<file path="src/rtl/keypad_entry_ctrl.sv">
// POS keypad entry sequencer: maps cursor cell to a key on select press, builds a BCD
// amount, hands it off over valid/ready and auto-clears an abandoned entry.
module keypad_entry_ctrl #(
  parameter int MAX_DIGITS  = 6,
  parameter int TIMEOUT_CYC = 50_000_000
) (
  input  logic                    clk,
  input  logic                    rst_n,
  input  logic [3:0]              cursor_x,
  input  logic [3:0]              cursor_y,
  input  logic                    btn_sel,
  input  logic                    btn_clr,
  input  logic                    out_ready,
  output logic                    out_valid,
  output logic [4*MAX_DIGITS-1:0] out_bcd,
  output logic [3:0]              out_ndigits,
  output logic [4*MAX_DIGITS-1:0] disp_bcd,
  output logic [3:0]              digit_cnt,
  output logic                    entry_busy,
  output logic                    err,
  output logic                    timeout
);

  // state   | meaning
  // S_IDLE   | buffer empty, waiting for a leading non-zero digit
  // S_ENTRY  | digits being entered, inactivity timer running
  // S_OUTPUT | amount presented on out_*, waiting for out_ready

  localparam int BW = 4 * MAX_DIGITS;
  localparam int TW = $clog2(TIMEOUT_CYC);
  localparam logic [TW-1:0] TMR_LOAD = TW'(TIMEOUT_CYC - 1);
  localparam logic [3:0] MAX_CNT  = 4'(MAX_DIGITS);
  localparam logic [3:0] KEY_BKSP = 4'd10;
  localparam logic [3:0] KEY_ENT  = 4'd11;
  localparam logic [3:0] KEY_BAD  = 4'd15;

  typedef enum logic [1:0] {S_IDLE, S_ENTRY, S_OUTPUT} state_t;

  state_t          state;
  logic            sel_held_q;
  logic            clr_held_q;
  logic [TW-1:0]   tmr;
  logic [3:0]      key;
  logic            key_digit;
  logic            press_sel;
  logic            press_clr;
  logic [BW+3:0]   shl_ext;

  // History registers hold "button was low"; resetting them to 1 means a button
  // already held down when reset releases is not seen as a fresh press.
  assign press_sel = ~btn_sel & ~sel_held_q;
  assign press_clr = ~btn_clr & ~clr_held_q;
  assign shl_ext   = {disp_bcd, key};
  assign key_digit = (key <= 4'd9);

  always_comb begin
    key = KEY_BAD;
    if (cursor_x <= 4'd2 && cursor_y <= 4'd3) begin
      if (cursor_y == 4'd3) begin
        case (cursor_x)
          4'd0:    key = KEY_BKSP;
          4'd1:    key = 4'd0;
          default: key = KEY_ENT;
        endcase
      end else begin
        key = cursor_y * 4'd3 + cursor_x + 4'd1;
      end
    end
  end

  always_ff @(posedge clk or negedge rst_n) begin
    if (!rst_n) begin
      state       <= S_IDLE;
      sel_held_q  <= 1'b1;
      clr_held_q  <= 1'b1;
      tmr         <= '0;
      disp_bcd    <= '0;
      digit_cnt   <= '0;
      out_valid   <= 1'b0;
      out_bcd     <= '0;
      out_ndigits <= '0;
      entry_busy  <= 1'b0;
      err         <= 1'b0;
      timeout     <= 1'b0;
    end else begin
      sel_held_q <= ~btn_sel;
      clr_held_q <= ~btn_clr;
      err        <= 1'b0;
      timeout    <= 1'b0;
      case (state)
        S_IDLE: begin
          if (!press_clr && press_sel) begin
            if (key == KEY_BAD || key == KEY_ENT) begin
              err <= 1'b1;
            end else if (key_digit && key != 4'd0) begin
              disp_bcd   <= BW'(key);
              digit_cnt  <= 4'd1;
              tmr        <= TMR_LOAD;
              state      <= S_ENTRY;
              entry_busy <= 1'b1;
            end
          end
        end
        S_ENTRY: begin
          if (press_clr) begin
            disp_bcd   <= '0;
            digit_cnt  <= '0;
            state      <= S_IDLE;
            entry_busy <= 1'b0;
          end else if (press_sel) begin
            tmr <= TMR_LOAD;
            if (key == KEY_BAD) begin
              err <= 1'b1;
            end else if (key_digit) begin
              if (digit_cnt < MAX_CNT) begin
                disp_bcd  <= shl_ext[BW-1:0];
                digit_cnt <= digit_cnt + 4'd1;
              end else begin
                err <= 1'b1;
              end
            end else if (key == KEY_BKSP) begin
              disp_bcd  <= disp_bcd >> 4;
              digit_cnt <= digit_cnt - 4'd1;
              if (digit_cnt == 4'd1) begin
                state      <= S_IDLE;
                entry_busy <= 1'b0;
              end
            end else begin
              out_bcd     <= disp_bcd;
              out_ndigits <= digit_cnt;
              out_valid   <= 1'b1;
              state       <= S_OUTPUT;
            end
          end else if (tmr == '0) begin
            disp_bcd   <= '0;
            digit_cnt  <= '0;
            timeout    <= 1'b1;
            state      <= S_IDLE;
            entry_busy <= 1'b0;
          end else begin
            tmr <= tmr - 1'b1;
          end
        end
        S_OUTPUT: begin
          if (out_ready) begin
            out_valid  <= 1'b0;
            disp_bcd   <= '0;
            digit_cnt  <= '0;
            state      <= S_IDLE;
            entry_busy <= 1'b0;
          end
        end
        default: begin
          state      <= S_IDLE;
          entry_busy <= 1'b0;
        end
      endcase
    end
  end

endmodule

</file>
<file path="config.mk">
export PLATFORM = sky130hd
export DESIGN_NAME = keypad_entry_ctrl
export DESIGN_NICKNAME = d
export VERILOG_FILES = /design/src/rtl/keypad_entry_ctrl.sv
export SDC_FILE = /design/constraint.sdc
export NUM_CORES = 1
export LEC_CHECK = 0
export CORE_MARGIN = 10
export CORE_UTILIZATION = 45
export CTS_CLUSTER_SIZE = 16
export DETAILED_ROUTE_END_ITERATION = 10
export PLACE_DENSITY = 0.8
export SYNTH_ARGS = -nofsm -noshare
export SYNTH_HDL_FRONTEND = slang
export SYNTH_SLANG_ARGS = --single-unit
export TNS_END_PERCENT = 100
</file>
<file path="constraint.sdc">
create_clock -name clk -period 7.85 [get_ports clk]
set_input_delay 1.57 -clock clk [delete_from_list [all_inputs] [get_ports clk]]
set_output_delay 1.57 -clock clk [all_outputs]
set_load 0.005 [all_outputs]
</file>
Fig. 1: run 1, track usage over the die
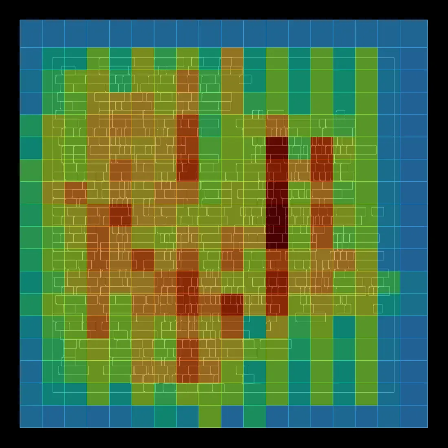
met1 global-route usage: 0.189
GRT met2 Usage: 0.253
Global Route met3 Usage: 0.0583
Post-Route Utilization: 0.557

Fig. 2: run 1, where the registers sit
Scale bar: 50 um. Other sequential cells in the stronger grey, the rest of the logic in the fainter grey.
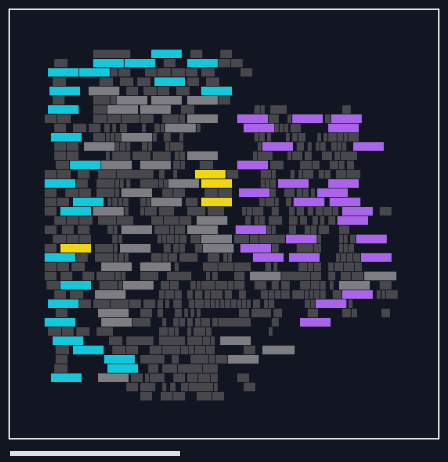
signal	colour	sequential cells
out_ndigits	yellow	4
out_bcd	cyan	24
tmr	purple	26
not coloured	36
fraction of area in registers: 0.372
seq pwr: 0.561 mW

Fig. 3: run 1, routed metal, one colour a layer
Only two layers are drawn.
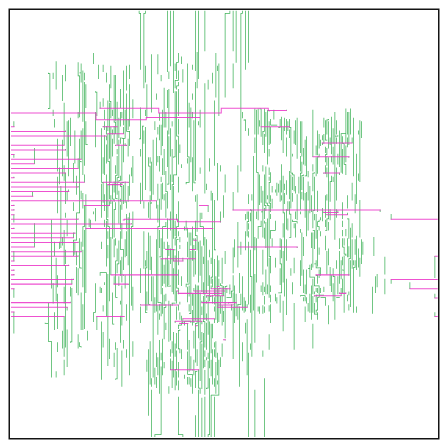
layer	colour	wire length
metal 3	magenta	1030 um
metal 2	green	6200 um

Fig. 4: run 1, port wiring
Scale bar: 50 um.
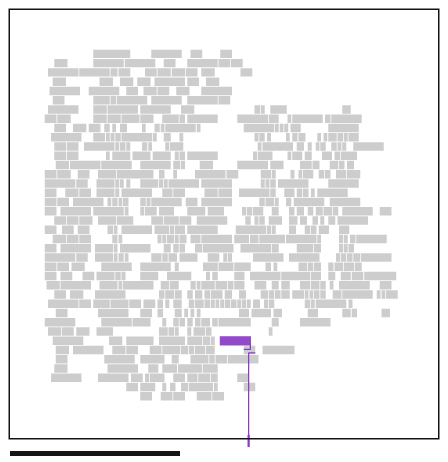
port	colour	direction	edge	end cells	buffers	wire
err	purple	output	south	1	1	30.0 um

==> Changelog: implementation, run 1 <==
## Implementation

- Period minus WS final: 5.24 ns
- Distinct cells, synth: about 62
- Crit end category: flip-flop
- Final Wtd Congestion: between 0.8 and 0.9
- Relative slew slack: 0.224
- Ys async rst share: 1.00
- Final Hold Viols: 0
- Antenna violations before repair: 0
- Hold_sp: tmr[11]$_DFFE_PN0P_
- Leakage: approximately 2.5 nW
- Pwr per Cell Area: roughly 260 nW/um^2
- Max layer used: met4
- First-pass GRT wire length: between 20000 and 25000 um
- Vias per cell: between 5 and 6
- Clock skew: between 0.009 and 0.01 ns
- Hold endpoint: tmr[11]$_DFFE_PN0P_
- Comb. cell area: between 2000 and 3000 sq um
- # Cells Yosys: between 400 and 500
- # DRC: 0
- FF+latch count, synth: about 90
- Pre-antenna DRT Iters: 4
- Hold Crit Depth: 1
- Flop area: roughly 2300 sq um
- Cts-stage hold buffer count: 0
- Fin Setup TNS: 0 ns
- Cell area after synthesis: between 5000 and 6000 sq um
- Wire length on met1: around 5100 um
- Startpoint Class: input port
- Sink Count: 90
- Core footprint: 10900 sq um
- Gate Count Post-Synth: 478
- Iter 0 DRT Violations: just under 400
- Worst reg-to-reg setup slack: 4.47 ns
- Status: finished, final reports clean
- Std cell rows: 38
- Antenna Cells: 0
- Hpwl dp: slightly below 9000 um
- Area Growth Syn to Fin: 20.4%
- Worst-case clock buffer depth: 2
- Clk ins delay skew pair: roughly 0.38 ns
- CTS Root Cell: clkbuf_8
- Yosys Warn Count: 0
- Actual slew at the worst max-slew pin: 1.16 ns
- Wire length per cell: 18.2 um
- Vias in the first global route: ~4100
- Pre-CTS setup slack: roughly 2.3 ns
- Worst IR Drop VDD: between 100 and 150 uV
- Post-CTS sizing: 0
- Pins Over Slew Limit: 0
- Fmax: 0.191 GHz
## run 1: metal layers
metal  GRT usage  vias up
li1            -     1857
met3      0.0583       17
met1       0.189     2035
met2       0.253      129
met5           0        -
met4      0.0536        0
## run 1: cell type report
class | instances | share of cell area
Tap cell | 140 | 0.0289
Sequential cell | 90 | 0.372
Clock inverter | 6 | 0.0161
Clock buffer | 10 | 0.0227
Inverter | 22 | 0.0136
Multi-Input combinational cell | 344 | 0.424
Timing Repair Buffer | 75 | 0.122
## run 1: power by group
group          total (mW)  switching, mW  leakage, nW  internal (mW)
Combinational       0.637          0.361         1.28          0.276
Clock               0.372          0.179        0.119          0.192
Sequential          0.561         0.0489         1.14          0.512
Total                1.57          0.589         2.54          0.980
## run 1: layout by cell type, fill, tap and decap left out, types with 4 or more instances in the layout
cell type	n
dfrtp_1	88
clkdlybuf4s50_1	71
nand2_1	48
nor2_1	36
mux2_2	36
a21oi_1	30
o21ai_0	29
inv_1	22
mux2_4	17
ha_1	13
nor3_1	12
or3_1	11
clkbuf_8	10
o31ai_1	9
nand3_1	8
and3_1	7
o41ai_1	6
mux2i_1	5
and2_1	5
o22a_1	5
nand4_1	4
a211o_1	4
buf_4	4
## run 1: registers in the layout (all words and copies together), names as in the netlist
register and count:
clr_held_q 1, entry_busy 1, out_valid 1, err 1, tmr 26, out_bcd 24
out_ndigits 4, state 2, sel_held_q 1, disp_bcd 24, timeout 1, digit_cnt 4
## run 1: worst max-delay path, cell delays in order
cell and delay (ns):
clkdlybuf4s50_1 0.52, fa_1 0.58, fa_1 0.42, xor2_1 0.18, a221oi_2 0.38, nand3_1 0.17, o221ai_1 0.49, o221ai_2 0.27
nor2_8 0.51, mux2_2 0.40
## run 1: kinds of logic after synthesis
kind of cell               share of synthesized area
DFF                                            0.448
AOI/OAI and AO/OA                              0.156
muxes                                          0.141
buffers and inverters                         0.0415
xor gates and xnor gates                     0.00795
adders and majority gates                     0.0442
and+or+nand+nor                                0.162
## run 1: metrics by stage
step / util / instance area [sq um] / instances / total power [mW] / hold WS (ns)
after detailed placement: 0.535 / 5820 / 671 / 1.20 / 0.461
after CTS: 0.557 / 6060 / 687 / 1.58 / 0.480
after global routing: 0.557 / 6060 / 687 / 1.66 / 0.524
final: 0.557 / 6060 / 687 / 1.57 / 0.482
after global placement: 0.535 / 5820 / 671 / 1.18 / 0.454
after floorplan: - / 5030 / 478 / 1.02 / 0.438
## run 1: worst max-delay path by stage
| stage | startpoint | to | depth (start not counted) |
|---|---|---|---|
| 3_3_place_gp | cursor_x[1] | out_bcd[18]$_DFFE_PN0P_ | 11 |
| 4_1_cts | cursor_x[1] | disp_bcd[18]$_DFFE_PN0P_ | 10 |
| 6_report | cursor_x[1] | disp_bcd[18]$_DFFE_PN0P_ | 10 |
| 2_1_floorplan | cursor_x[1] | digit_cnt[0]$_DFFE_PN0P_ | 10 |
| 3_5_place_dp | cursor_x[1] | disp_bcd[18]$_DFFE_PN0P_ | 10 |
| 5_1_grt | cursor_x[1] | disp_bcd[18]$_DFFE_PN0P_ | 10 |
==> run 2, diff against run 1 <==
Clock period 7.85 ns to 5.1 ns, I/O delays scaled along.
Fig. 5: run 2, M1 wires
Scale bar: 50 um. Supply wires on this layer in grey. Cells faint in the background.
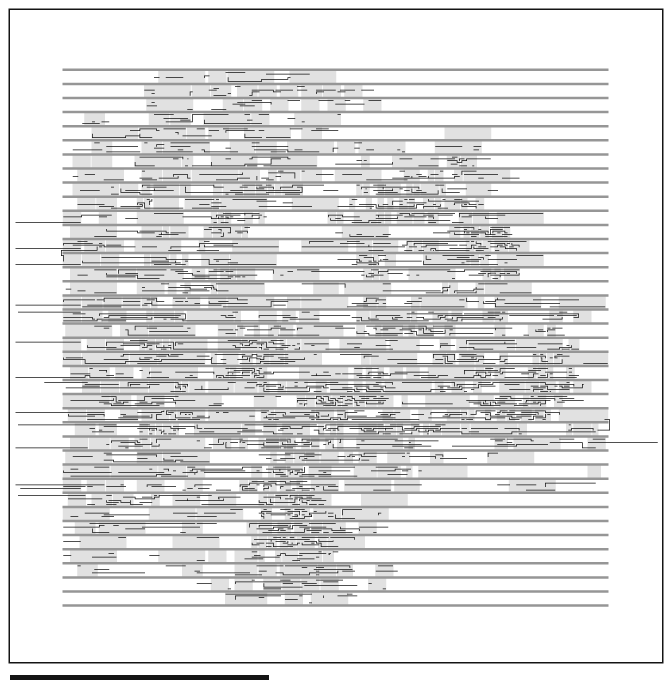
share of all routed wire	41%
longest straight run	22.5 um
main direction	horizontal

Fig. 6: run 2, track usage over the die
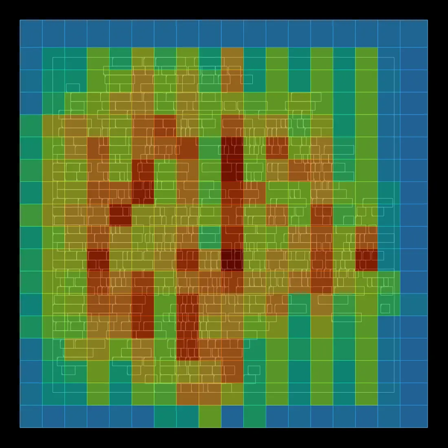
Global Route met3 Usage: 0.0688
GRT met2 Usage: 0.263
Top Usage Layer GRT: met2

==> run 2 against run 1 <==
  * Flip-flop count unchanged
  * Worst hold slack better by 0.030 ns
  * Via count up 1.0%
  * Global-route usage up 0.31 points
  * Sequential power up 54%
  * Area after synthesis unchanged
  * Combinational power up about 60%
  * Cell area up 0.54%
  * Power up 51%
  * Sequential share of layout area down 0.20 points
  * Non-clock buffer count up 8
  * Clock skew up 0.0053 ns
==> Changelog: implementation, run 2 <==
## Implementation

- Status: finished, final reports clean (unchanged)
- Area Growth Syn to Fin: 21.0% (was 20.4%)
- Fin area: 6090 sq um (was 6060 sq um)
- Placed cell area: 5900 sq um (was 5820 sq um)
- Hold endpoint: tmr[18]$_DFFE_PN0P_ (was tmr[11]$_DFFE_PN0P_)
- Hold Slack: 0.512 ns (was 0.482 ns)
- Top Layout Cells: dfrtp_1 (88), clkdlybuf4s50_1 (71), nand2_1 (48) (unchanged)
- Worst IR Drop VDD: 321 uV (was 140 uV)
- Period minus WS final: between 4 and 5 ns
- Iter 0 DRT Violations: 350 (was 387)
- Top Family by Delay on Critical Path: AND-OR/OR-AND gates (unchanged)
- Vias in the first global route: 4157 (was 4063)
- Antenna violations before repair: 0 (unchanged)
- Worst reg-to-reg setup slack: 1.84 ns (was 4.47 ns)
- Pre-antenna DRT Iters: 5 (was 4)
- Cell area after synthesis: 5030 sq um (unchanged)
- Hold_sp: tmr[18]$_DFFE_PN0P_ (was tmr[11]$_DFFE_PN0P_)
- Crit end category: flip-flop (unchanged)
- Pwr per Cell Area: 389 nW/um^2 (was 259 nW/um^2)
- Wire length per cell: 18.3 um (was 18.2 um)
- Ys async rst share: 1.00 (unchanged)
- Vias per cell: 5.87 (was 5.88)
- Pins Over Slew Limit: 0 (unchanged)
[run 2: cells by family after synthesis]
kind of cell,share of synthesized area
buffers and inverters,0.0415
AND/OR/NAND/NOR,0.162
flip-flops,0.448
XOR/XNOR,0.00795
AND-OR/OR-AND,0.156
adder cells (fa/ha/maj),0.0442
multiplexers,0.141
[run 2: cell type report]
class | instances | area share
tap | 140 | 0.0288
clock buffer | 11 | 0.0249
inverter | 22 | 0.0136
timing repair buffer | 83 | 0.133
clock inverter | 5 | 0.00719
multi-input combinational | 344 | 0.422
sequential | 90 | 0.370
[run 2: power breakdown]
| part | internal [mW] | leakage [nW] | switching, mW | total, mW |
|---|---|---|---|---|
| clock | 0.211 | 0.101 | 0.272 | 0.483 |
| sequential | 0.788 | 1.14 | 0.0767 | 0.864 |
| combinational | 0.456 | 1.32 | 0.564 | 1.02 |
[run 2: worst max path at each step]
stage,endpoint,slack (ns),cells past startpoint
after floorplan,digit_cnt[0]$_DFFE_PN0P_,1.12,10
after global placement,disp_bcd[0]$_DFFE_PN0P_,0.38,11
after detailed placement,disp_bcd[4]$_DFFE_PN0P_,0.28,11
after CTS,disp_bcd[6]$_DFFE_PN0P_,0.68,11
after global routing,disp_bcd[10]$_DFFE_PN0P_,0.54,11
final,disp_bcd[6]$_DFFE_PN0P_,0.65,11
[run 2: per-layer routing]
metal / vias to the layer above / global-route usage / share of wire
li1: 1862 / - / -
met1: 2036 / 0.186 / 0.41
met2: 165 / 0.263 / 0.49
met3: 17 / 0.0688 / 0.091
met4: 0 / 0.0455 / 0.012
met5: - / 0 / 0
Power is estimated from default activity; no workload was simulated.
